--- src/rtl/string_accel_pkg.sv ---
//------------------------------------------------------------------------------
// string_accel_pkg
// Shared types and ASCII constants for the lane-parallel string accelerator.
// Revision: 1.0
//------------------------------------------------------------------------------
`default_nettype none

package string_accel_pkg;

  typedef enum logic [1:0] {
    OP_CMP     = 2'd0,
    OP_TOUPPER = 2'd1,
    OP_TOLOWER = 2'd2,
    OP_FIND    = 2'd3
  } op_t;

  typedef enum logic [1:0] {
    ST_IDLE = 2'd0,
    ST_LOAD = 2'd1,
    ST_RUN  = 2'd2,
    ST_DONE = 2'd3
  } state_t;

  localparam logic [7:0]  CH_A_UP    = 8'd65;
  localparam logic [7:0]  CH_Z_UP    = 8'd90;
  localparam logic [7:0]  CH_A_LO    = 8'd97;
  localparam logic [7:0]  CH_Z_LO    = 8'd122;
  localparam logic [7:0]  CASE_DELTA = 8'd32;
  localparam logic [31:0] NOT_FOUND  = 32'hFFFF_FFFF;

endpackage

`default_nettype wire

--- src/rtl/string_lane.sv ---
//------------------------------------------------------------------------------
// string_lane
// One byte lane: case conversion, compare and search-char match.
// Revision: 1.0
//------------------------------------------------------------------------------
`default_nettype none

module string_lane
  import string_accel_pkg::*;
(
  input  logic [7:0] a,
  input  logic [7:0] b,
  input  logic [7:0] search,
  input  op_t        op,
  input  logic       valid,
  output logic [7:0] conv,
  output logic       eq,
  output logic       match
);

  // Masked lanes emit zero and never report a mismatch.
  always_comb begin
    conv = a;
    if (op == OP_TOUPPER && a >= CH_A_LO && a <= CH_Z_LO)
      conv = a - CASE_DELTA;
    else if (op == OP_TOLOWER && a >= CH_A_UP && a <= CH_Z_UP)
      conv = a + CASE_DELTA;
    if (!valid)
      conv = 8'd0;
  end

  assign eq    = !valid || (a == b);
  assign match = valid && (a == search);

endmodule

`default_nettype wire

--- src/rtl/string_accel_core.sv ---
//------------------------------------------------------------------------------
// string_accel_core
// Lane-parallel compare / to-upper / to-lower / find-char engine, go/done handshake.
// Revision: 1.0
//------------------------------------------------------------------------------
`default_nettype none

module string_accel_core
  import string_accel_pkg::*;
#(
  parameter int MAX_LEN = 16,
  parameter int LANES   = 4,
  parameter int LEN_W   = $clog2(MAX_LEN + 1)
) (
  input  logic                 clk,
  input  logic                 reset,
  input  logic                 go,
  input  logic [1:0]           op,
  input  logic [8*MAX_LEN-1:0] str_a,
  input  logic [8*MAX_LEN-1:0] str_b,
  input  logic [LEN_W-1:0]     len_a,
  input  logic [LEN_W-1:0]     len_b,
  output logic                 busy,
  output logic                 done,
  output logic                 err,
  output logic [8*MAX_LEN-1:0] result_str,
  output logic [31:0]          result_val
);

  state_t               r_state, w_state_next;
  op_t                  r_op;
  logic [8*MAX_LEN-1:0] r_str_a, r_str_b, r_result_str;
  logic [LEN_W-1:0]     r_len_a, r_len_b, r_beat;
  logic [31:0]          r_result_val;
  logic                 r_busy, r_done, r_err;

  logic [31:0]          w_base, w_first;
  logic                 w_last, w_any, w_len_err, w_len_ne, w_len_zero;
  logic [31:0]          w_idx      [LANES];
  logic [31:0]          w_sel      [LANES];
  logic [7:0]           w_a        [LANES];
  logic [7:0]           w_b        [LANES];
  logic [7:0]           w_conv     [LANES];
  logic [LANES-1:0]     w_in_range, w_valid, w_eq, w_match;

  assign w_base     = 32'(r_beat) * 32'(LANES);
  assign w_last     = (w_base + 32'(LANES)) >= 32'(r_len_a);
  assign w_len_err  = (32'(r_len_a) > 32'(MAX_LEN)) ||
                      (r_op == OP_CMP && 32'(r_len_b) > 32'(MAX_LEN));
  assign w_len_ne   = (r_op == OP_CMP) && (r_len_a != r_len_b);
  assign w_len_zero = (r_len_a == '0);

  generate
    for (genvar l = 0; l < LANES; l++) begin : g_lane
      assign w_idx[l]      = w_base + 32'(l);
      assign w_in_range[l] = w_idx[l] < 32'(MAX_LEN);
      assign w_sel[l]      = w_in_range[l] ? w_idx[l] : 32'd0;
      assign w_valid[l]    = w_in_range[l] && (w_idx[l] < 32'(r_len_a));

      // Constant-index byte mux keeps the selects in range for any LANES/MAX_LEN pair.
      always_comb begin
        w_a[l] = 8'd0;
        w_b[l] = 8'd0;
        for (int i = 0; i < MAX_LEN; i++) begin
          if (w_sel[l] == 32'(i)) begin
            w_a[l] = r_str_a[8*i +: 8];
            w_b[l] = r_str_b[8*i +: 8];
          end
        end
      end

      string_lane u_lane (
        .a      (w_a[l]),
        .b      (w_b[l]),
        .search (r_str_b[7:0]),
        .op     (r_op),
        .valid  (w_valid[l]),
        .conv   (w_conv[l]),
        .eq     (w_eq[l]),
        .match  (w_match[l])
      );
    end
  endgenerate

  always_comb begin
    w_any   = 1'b0;
    w_first = 32'd0;
    for (int l = LANES - 1; l >= 0; l--) begin
      if (w_match[l]) begin
        w_any   = 1'b1;
        w_first = 32'(l);
      end
    end
  end

  always_ff @(posedge clk) begin
    if (reset) r_state <= ST_IDLE;
    else       r_state <= w_state_next;
  end

  always_comb begin
    w_state_next = r_state;
    case (r_state)
      ST_IDLE: if (go) w_state_next = ST_LOAD;
      ST_LOAD: begin
        if (w_len_err || w_len_ne || w_len_zero) w_state_next = ST_DONE;
        else                                     w_state_next = ST_RUN;
      end
      ST_RUN: begin
        if ((r_op == OP_CMP && !(&w_eq)) || (r_op == OP_FIND && w_any) || w_last)
          w_state_next = ST_DONE;
      end
      ST_DONE: if (!go) w_state_next = ST_IDLE;
      default: w_state_next = ST_IDLE;
    endcase
  end

  always_ff @(posedge clk) begin
    if (reset) begin
      r_op         <= OP_CMP;
      r_str_a      <= '0;
      r_str_b      <= '0;
      r_len_a      <= '0;
      r_len_b      <= '0;
      r_beat       <= '0;
      r_result_str <= '0;
      r_result_val <= 32'd0;
      r_busy       <= 1'b0;
      r_done       <= 1'b0;
      r_err        <= 1'b0;
    end else begin
      r_busy <= (w_state_next == ST_LOAD) || (w_state_next == ST_RUN);
      r_done <= (w_state_next == ST_DONE);
      case (r_state)
        ST_IDLE: begin
          if (go) begin
            r_op    <= op_t'(op);
            r_str_a <= str_a;
            r_str_b <= str_b;
            r_len_a <= len_a;
            r_len_b <= len_b;
          end
        end
        ST_LOAD: begin
          r_result_str <= '0;
          r_beat       <= '0;
          r_err        <= w_len_err;
          if (w_len_err)
            r_result_val <= 32'd0;
          else if (w_len_ne)
            r_result_val <= 32'd0;
          else if (w_len_zero && r_op == OP_CMP)
            r_result_val <= 32'd1;
          else if (w_len_zero && r_op == OP_FIND)
            r_result_val <= NOT_FOUND;
        end
        ST_RUN: begin
          r_beat <= r_beat + {{(LEN_W-1){1'b0}}, 1'b1};
          for (int i = 0; i < MAX_LEN; i++)
            for (int l = 0; l < LANES; l++)
              if (w_in_range[l] && w_sel[l] == 32'(i))
                r_result_str[8*i +: 8] <= w_conv[l];
          if (r_op == OP_CMP) begin
            if (!(&w_eq))  r_result_val <= 32'd0;
            else if (w_last) r_result_val <= 32'd1;
          end else if (r_op == OP_FIND) begin
            if (w_any)       r_result_val <= w_base + w_first;
            else if (w_last) r_result_val <= NOT_FOUND;
          end
        end
        ST_DONE: if (!go) r_err <= 1'b0;
        default: ;
      endcase
    end
  end

  assign busy       = r_busy;
  assign done       = r_done;
  assign err        = r_err;
  assign result_str = r_result_str;
  assign result_val = r_result_val;

endmodule

`default_nettype wire

--- config.mk ---
export PLATFORM = sky130hd
export DESIGN_NAME = string_accel_core
export DESIGN_NICKNAME = d
export VERILOG_FILES = /design/src/rtl/string_accel_pkg.sv /design/src/rtl/string_lane.sv /design/src/rtl/string_accel_core.sv
export SDC_FILE = /design/constraint.sdc
export NUM_CORES = 1
export LEC_CHECK = 0
export CAP_MARGIN = 20
export CELL_PAD_IN_SITES_DETAIL_PLACEMENT = 1
export CELL_PAD_IN_SITES_GLOBAL_PLACEMENT = 2
export CORE_MARGIN = 3
export CORE_UTILIZATION = 29
export CTS_CLUSTER_DIAMETER = 60
export DETAILED_ROUTE_END_ITERATION = 10
export GPL_ROUTABILITY_DRIVEN = 0
export MAX_ROUTING_LAYER = met4
export PLACE_DENSITY = 0.91
export SLEW_MARGIN = 20
export SYNTH_ARGS = -nofsm -noshare
export SYNTH_HDL_FRONTEND = slang
export SYNTH_SLANG_ARGS = --single-unit
--- constraint.sdc ---
create_clock -name clk -period 4.14 [get_ports clk]
set_input_delay 0.621 -clock clk [delete_from_list [all_inputs] [get_ports clk]]
set_output_delay 0.621 -clock clk [all_outputs]
set_load 0.005 [all_outputs]
Fig. 1: PDN straps and rails
(1.5 px per um) Pins as bars on the die edge.
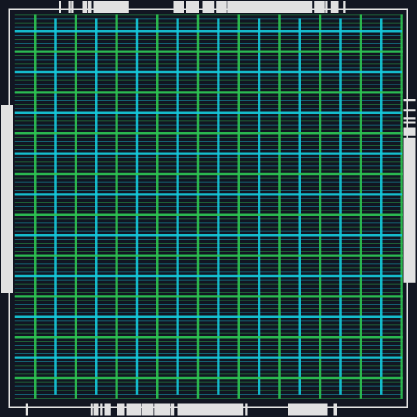
legend:
  green:
    net: VSS
  cyan:
    net: VDD
signal pins: 434
met5 straps: 18
rows: 94
die span in x: 264 um
worst voltage drop across the vdd grid: 0.000275 V
Std-Cell Core Area: 0.0660 sq mm
Vert. Die Dim: 264 um

Fig. 2: signal wires by layer
(1.5 px per um) Only two layers are drawn.
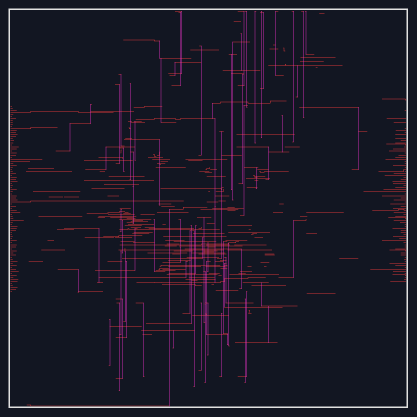
legend:
  magenta:
    layer: M4
    wire_length: 3520 um
  red:
    layer: M3
    wire_length: 4710 um
routed wire length: 87.2 mm
aggregate global-route resource usage: 24.6%
via count: 20226

Fig. 3: placement by cell class
(1 px per um) Fill, decap, tap and diode cells in gray.
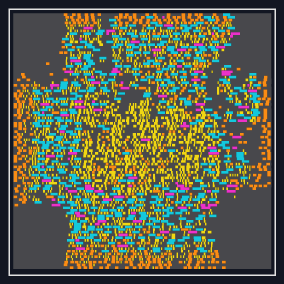
legend:
  magenta:
    class: clock drivers and dummy loads
    cells: 92
    share_of_their_area: 7.2%
  orange:
    class: remaining buffers and delay cells
    cells: 527
    share_of_their_area: 20%
  cyan:
    class: registers
    cells: 414
    share_of_their_area: 33%
  yellow:
    class: remaining logic cells
    cells: 1862
    share_of_their_area: 40%
Post-Layout Inst Area: 0.0264 sq mm
final core utilization: 40.0%
Row Count: 94
fraction of area in registers: 31.4%

Fig. 4: placement view
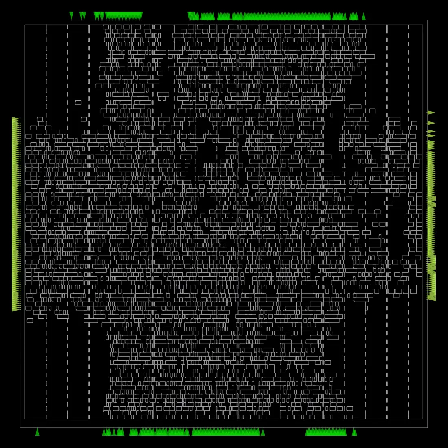
number of flip-flops and latches: 414
fillers: 7841
tap cells: 864

==> results.txt <==
Status on the layout run. The run finished with clean final reports. Detailed placement reports a standard cell area of about 0.025 sq mm. STA classifies the critical path startpoint as a flop. Subtracting the final worst setup slack from the clock period gives 3.97 ns. Per the TritonCTS log, the buffer count is roughly 50. Clock network power share landed at 34.1%.

In the final layout, excluding clock buffers the buffer count is 527. The cell-mix breakdown from Yosys lists the simple-gate area share as between 20% and 30%. The critical path ends at result_val[3]$_SDFFE_PP0P_.

Maximum fanout along the worst path landed at 14. Per the OpenROAD power report, leakage power amounts to around 9.4 nW. The startpoint identified for the worst hold timing path is r_str_b[29]$_SDFFE_PP0P_. For this sky-water flow run, the detailed-routed wirelength per cell is reported as approximately 23 um. The synthesis run shows the most used standard cells to be 591 x sky130_fd_sc_hd__nand2_1, 414 x sky130_fd_sc_hd__dfxtp_1, 323 x sky130_fd_sc_hd__a21oi_1. For this run, the number of Yosys warnings is 0. Final hold analysis gives a worst-case slack of approximately 0.45 ns. On the critical path, the stage with the largest delay is an instance of sky130_fd_sc_hd__a222oi_1.

Per the synthesis report, the adder-cell share of the synthesized area is between 1.5 and 2%. The library cells used most frequently in the layout, excluding fill and tap cells, are 585 x sky130_fd_sc_hd__nand2_1, 432 x sky130_fd_sc_hd__clkdlybuf4s50_1, 411 x sky130_fd_sc_hd__dfxtp_1. The worst hold path terminates at r_str_b[29]$_SDFFE_PP0P_.

Of the total power, combinational logic draws a little under a third. By area, the class that comes first in the final layout consists of combinational gates. Met1 routing resource usage after global routing landed at between 20 and 30%. STA puts the critical path data arrival time at 4.45 ns.

Power dissipated in the clock network landed at between 0.004 and 0.005 W. The internal portion of the total power is 0.00914 W. Per the cell usage report, the commonest logic cell in the layout is sky130_fd_sc_hd__nand2_1. Sorting the synthesis cell report by count puts at the top sky130_fd_sc_hd__nand2_1. Via count of the first global-routing pass landed at roughly 21000.

Global route summary, busiest routing layer listed as met2. Per the run report, area growth between synthesis and finish was 36.3%. Placed cell count landed at between 3000 and 4000. The first global-routing pass estimated 129 mm of wire. At floorplan, the net count of the design was reported as ~2800. The largest total area in the synthesized netlist belongs to sky130_fd_sc_hd__dfxtp_1. Max-cap violations in this run came to 0. Per the CTS log, the root buffer master is sky130_fd_sc_hd__clkbuf_16. Number of DRC violations after detailed-routing iteration 0 landed at between 1500 and 2000. Area fraction in compound gates after synthesis landed at around a fifth. Post-cts resize count landed at 0.

Number of antenna violations at the first check in global routing landed at 3. In the detailed route, the total length drawn on met2 is roughly 43 mm.
Power is estimated from default activity; no workload was simulated.
